<file path="src/rtl/ldpc_seq_pkg.sv">
// Shared types for the LDPC check-node sequencer: FSM states, tag layout
// and the tag pipeline depth helper.
package ldpc_seq_pkg;

  localparam int ROW_W_DEF = 8;

  typedef enum logic [2:0] {
    S_IDLE,
    S_ISSUE,
    S_DRAIN,
    S_CHECK,
    S_DONE
  } seq_state_e;

  typedef struct packed {
    logic                 valid;
    logic [ROW_W_DEF-1:0] addr;
  } tag_t;

  function automatic int pipe_depth(input int rd_lat, input int cnu_lat);
    return rd_lat + cnu_lat;
  endfunction

endpackage

</file>
<file path="src/rtl/ldpc_tag_pipe.sv">
// Shift register of {valid, addr} tags following rows through memory + CNU.
// MSB of each entry is the valid bit; a mid tap exposes only that bit.
module ldpc_tag_pipe #(
  parameter int DEPTH = 11,
  parameter int WIDTH = 9,
  parameter int TAP   = 1
) (
  input  logic             i_clock,
  input  logic             i_clr,
  input  logic [WIDTH-1:0] i_din,
  output logic             o_tap_valid,
  output logic [WIDTH-1:0] o_tail
);

  logic [DEPTH-1:0][WIDTH-1:0] r_pipe;

  always_ff @(posedge i_clock) begin
    if (i_clr) begin
      r_pipe <= '0;
    end else begin
      r_pipe[0] <= i_din;
      for (int i = 1; i < DEPTH; i++) r_pipe[i] <= r_pipe[i-1];
    end
  end

  assign o_tap_valid = r_pipe[TAP-1][WIDTH-1];
  assign o_tail      = r_pipe[DEPTH-1];

endmodule

</file>
<file path="src/rtl/ldpc_cnu_sequencer.sv">
// Sequences one min-sign CNU over all rows of a layer for repeated iterations,
// issuing row reads and generating aligned write-back addresses.
module ldpc_cnu_sequencer
  import ldpc_seq_pkg::*;
#(
  parameter int ROW_W        = 8,
  parameter int ITER_W       = 5,
  parameter int READ_LATENCY = 1,
  parameter int CNU_LATENCY  = 10
) (
  input  logic              i_clock,
  input  logic              i_reset,
  input  logic              i_start,
  input  logic [ROW_W-1:0]  i_num_rows,
  input  logic [ITER_W-1:0] i_max_iter,
  input  logic              i_early_stop,
  input  logic              i_abort,
  input  logic              i_cnu_valid,
  output logic              o_rd_en,
  output logic [ROW_W-1:0]  o_rd_addr,
  output logic              o_cnu_valid,
  output logic              o_wr_en,
  output logic [ROW_W-1:0]  o_wr_addr,
  output logic              o_busy,
  output logic              o_done,
  output logic              o_converged,
  output logic [ITER_W-1:0] o_iter_count,
  output logic              o_sync_err
);

  localparam int PIPE  = pipe_depth(READ_LATENCY, CNU_LATENCY);
  localparam int CNT_W = $clog2(PIPE + 1);

  seq_state_e        r_state, w_next;
  logic [ROW_W-1:0]  r_rows, r_addr;
  logic [ITER_W-1:0] r_max, r_iter, w_iter_inc;
  logic              r_busy, r_done, r_conv, r_abort, r_sync;
  logic [CNT_W-1:0]  r_infl, r_mask;
  logic              w_rd_en, w_accept, w_tap_vld, w_tail_vld;
  logic [ROW_W-1:0]  w_tail_addr;

  ldpc_tag_pipe #(
    .DEPTH (PIPE),
    .WIDTH (ROW_W + 1),
    .TAP   (READ_LATENCY)
  ) u_tag_pipe (
    .i_clock     (i_clock),
    .i_clr       (i_reset),
    .i_din       ({w_rd_en, r_addr}),
    .o_tap_valid (w_tap_vld),
    .o_tail      ({w_tail_vld, w_tail_addr})
  );

  assign w_iter_inc = r_iter + 1'b1;

  always_comb begin
    w_next   = r_state;
    w_rd_en  = 1'b0;
    w_accept = 1'b0;
    case (r_state)
      S_IDLE: begin
        if (i_start && !r_busy) begin
          w_accept = 1'b1;
          w_next   = (i_num_rows == '0 || i_max_iter == '0) ? S_DONE : S_ISSUE;
        end
      end
      S_ISSUE: begin
        // Abort suppresses the read of the current cycle.
        if (i_abort) begin
          w_next = S_DRAIN;
        end else begin
          w_rd_en = 1'b1;
          if (r_addr == r_rows - 1'b1) w_next = S_DRAIN;
        end
      end
      S_DRAIN: begin
        if (r_infl == '0) w_next = (r_abort || i_abort) ? S_DONE : S_CHECK;
      end
      S_CHECK: begin
        if (i_early_stop || w_iter_inc == r_max) w_next = S_DONE;
        else                                      w_next = S_ISSUE;
      end
      S_DONE:  w_next = S_IDLE;
      default: w_next = S_IDLE;
    endcase
  end

  always_ff @(posedge i_clock) begin
    if (i_reset) begin
      r_state <= S_IDLE;
      r_rows  <= '0;
      r_addr  <= '0;
      r_max   <= '0;
      r_iter  <= '0;
      r_busy  <= 1'b0;
      r_done  <= 1'b0;
      r_conv  <= 1'b0;
      r_abort <= 1'b0;
      r_sync  <= 1'b0;
      r_infl  <= '0;
      r_mask  <= CNT_W'(PIPE);
    end else begin
      r_state <= w_next;
      r_done  <= (r_state == S_DONE);

      if (w_accept)    r_busy <= 1'b1;
      else if (r_done) r_busy <= 1'b0;

      if (w_rd_en && !w_tail_vld)      r_infl <= r_infl + 1'b1;
      else if (!w_rd_en && w_tail_vld) r_infl <= r_infl - 1'b1;

      // Stale CNU contents after reset are ignored until the pipe has flushed.
      if (r_mask != '0)                    r_mask <= r_mask - 1'b1;
      else if (i_cnu_valid != w_tail_vld) r_sync <= 1'b1;

      case (r_state)
        S_IDLE: begin
          if (w_accept) begin
            r_rows  <= i_num_rows;
            r_max   <= i_max_iter;
            r_iter  <= '0;
            r_addr  <= '0;
            r_conv  <= 1'b0;
            r_abort <= 1'b0;
          end
        end
        S_ISSUE: begin
          if (i_abort) r_abort <= 1'b1;
          r_addr <= (w_next == S_ISSUE) ? r_addr + 1'b1 : '0;
        end
        S_DRAIN: begin
          if (i_abort) r_abort <= 1'b1;
        end
        S_CHECK: begin
          r_iter <= w_iter_inc;
          if (i_early_stop) r_conv <= 1'b1;
        end
        default: ;
      endcase
    end
  end

  assign o_rd_en      = w_rd_en;
  assign o_rd_addr    = r_addr;
  assign o_cnu_valid  = w_tap_vld;
  assign o_wr_en      = w_tail_vld;
  assign o_wr_addr    = w_tail_addr;
  assign o_busy       = r_busy;
  assign o_done       = r_done;
  assign o_converged  = r_conv;
  assign o_iter_count = r_iter;
  assign o_sync_err   = r_sync;

endmodule

</file>
<file path="config.mk">
export PLATFORM = sky130hd
export DESIGN_NAME = ldpc_cnu_sequencer
export DESIGN_NICKNAME = d
export VERILOG_FILES = /design/src/rtl/ldpc_seq_pkg.sv /design/src/rtl/ldpc_tag_pipe.sv /design/src/rtl/ldpc_cnu_sequencer.sv
export SDC_FILE = /design/constraint.sdc
export NUM_CORES = 1
export LEC_CHECK = 0
export ABC_AREA = 1
export CAP_MARGIN = 10
export CORE_ASPECT_RATIO = 1.4
export CORE_UTILIZATION = 50
export CTS_BUF_LIST = sky130_fd_sc_hd__clkbuf_16
export DETAILED_ROUTE_END_ITERATION = 8
export PLACE_DENSITY = 0.7
export RECOVER_POWER = 25
export SYNTH_ARGS = -nofsm -noshare
export SYNTH_HDL_FRONTEND = slang
export SYNTH_HIERARCHICAL = 1
export SYNTH_SLANG_ARGS = --single-unit
</file>
<file path="constraint.sdc">
create_clock -name i_clock -period 6.9 [get_ports i_clock]
set_input_delay 1.725 -clock i_clock [delete_from_list [all_inputs] [get_ports i_clock]]
set_output_delay 1.725 -clock i_clock [all_outputs]
set_load 0.01 [all_outputs]
</file>
==> summary.txt <==
run results: switching power total=0.4224 mW, Worst R2R Setup Slack=4.04 ns, vias per cell=4.655, port bufs=46, Mapped Cells=668, DRT antenna net count=0, Yosys Instances=668, critical path required time=5.18 ns, Top cell excl fill/tap=inv_1, Initial Util=52.00%, Mean Syn Cell Area=7.831 µm², Placed Instance Area=5699 µm², total chip power=1.906 mW, Final Max Tran Viols=47, Post-Route Skew=0.006922 ns, Top-area cell share=53.96%, Final Hold Fails=0, CP max-delay cell=clkdlybuf4s50_1, Max rail drop VDD=0.1747 mV, post-synth cell types=31, synth warn=6, failing checks=capacitance limit, slew limit, MaxCap Viol Count=1, TritonRoute pass-1 iters=5, Flop+latch power=0.848 mW, I/O pins=47, Setup Fix Bufs, Post-CTS=0, run status=finished, violations left, logic gate share of total power=7.6%, final setup TNS=0 ns, Reg2Reg Depth=15, clk buf depth=2, initial antenna violation count=0, CP arrival=3.02 ns, Seq pwr share=44.5%
layout make-up:
type / count / area, µm²
clock buffer: 17 / 425.4
clock inverter: 13 / 176.4
fill: 913 / 3764
inverter: 148 / 555.5
multi-input combinational: 353 / 1687
sequential: 141 / 2823
tap: 135 / 168.9
timing repair buffer: 47 / 461.7
registers in the layout, indices dropped and copies added (netlist names):
register,cells
o_busy,1
u_tag_pipe/o_tap_valid,1
r_mask,4
r_abort,1
o_sync_err,1
o_rd_addr,8
o_converged,1
o_iter_count,5
r_state,3
u_tag_pipe/r_pipe,89
r_max,5
r_rows,8
r_infl,4
u_tag_pipe/o_tail,9
o_done,1
layer usage:
metal | GRT usage, % | up-vias | routed length, µm
li1 | - | 2064 | -
met4 | 9.375 | 0 | 276
met3 | 6.742 | 23 | 402
met1 | 19.31 | 1791 | 3764
met2 | 34.09 | 97 | 4719
met5 | 0 | - | 0
kinds of logic after synthesis:
group / after synthesis / synth area share, %
and+or+nand+nor: 261 / 20.81
buffers and inverters: 174 / 13.80
DFF: 141 / 53.96
AOI/OAI and AO/OA: 70 / 7.032
xor gates and xnor gates: 14 / 2.344
adders and majority gates: 8 / 2.057
synthesized netlist by cell type:
master	instances
xnor2_1	6
nor2_2	2
nor2_4	1
a21oi_1	40
dfxtp_1	141
nor3_1	7
nand2_2	3
ha_1	7
nor2_1	143
o21ai_0	26
buf_2	10
a21oi_4	1
o211ai_1	1
nand3b_1	1
a211oi_1	1
inv_2	1
xor2_1	8
buf_6	3
inv_1	147
buf_4	9
nand2_1	67
nand4_1	3
or2_2	1
clkbuf_1	4
nand3_2	2
nor3b_1	1
fa_1	1
nor3_4	1
nand3_1	28
a31oi_1	1
nor4_1	1
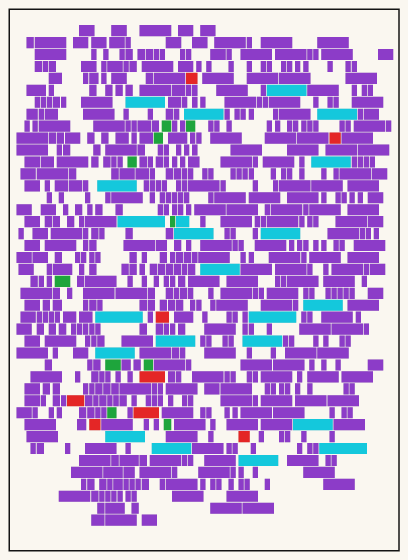
Figure 1: drive-strength map.
| size | colour | cells |
|---|---|---|
| _3 and _4 cells | red | 8 |
| _2 cells | green | 10 |
| _0 and _1 cells | purple | 679 |
| _6 and larger | cyan | 22 |
Final Worst Setup Slack: 2.151 ns
Repair and plain buffers: 47
Layout Cell Area excl Fill: 6297 µm²
Area Growth Syn to Fin: 20.38%

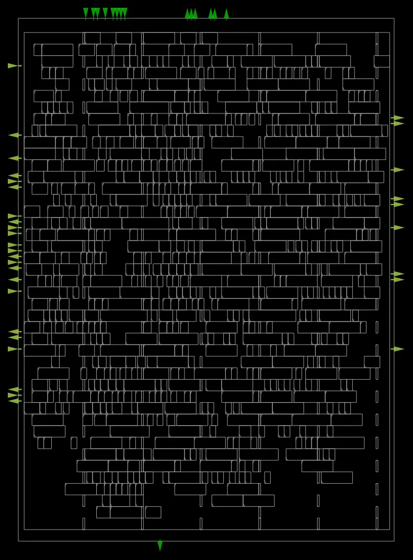
Figure 2: placed standard cells.
final std cells w/o fill: 854
flip-flops: 141
row count: 43
Core Region: 10060 µm²

Power figures rest on the tool's default switching activity, not on a simulated workload.
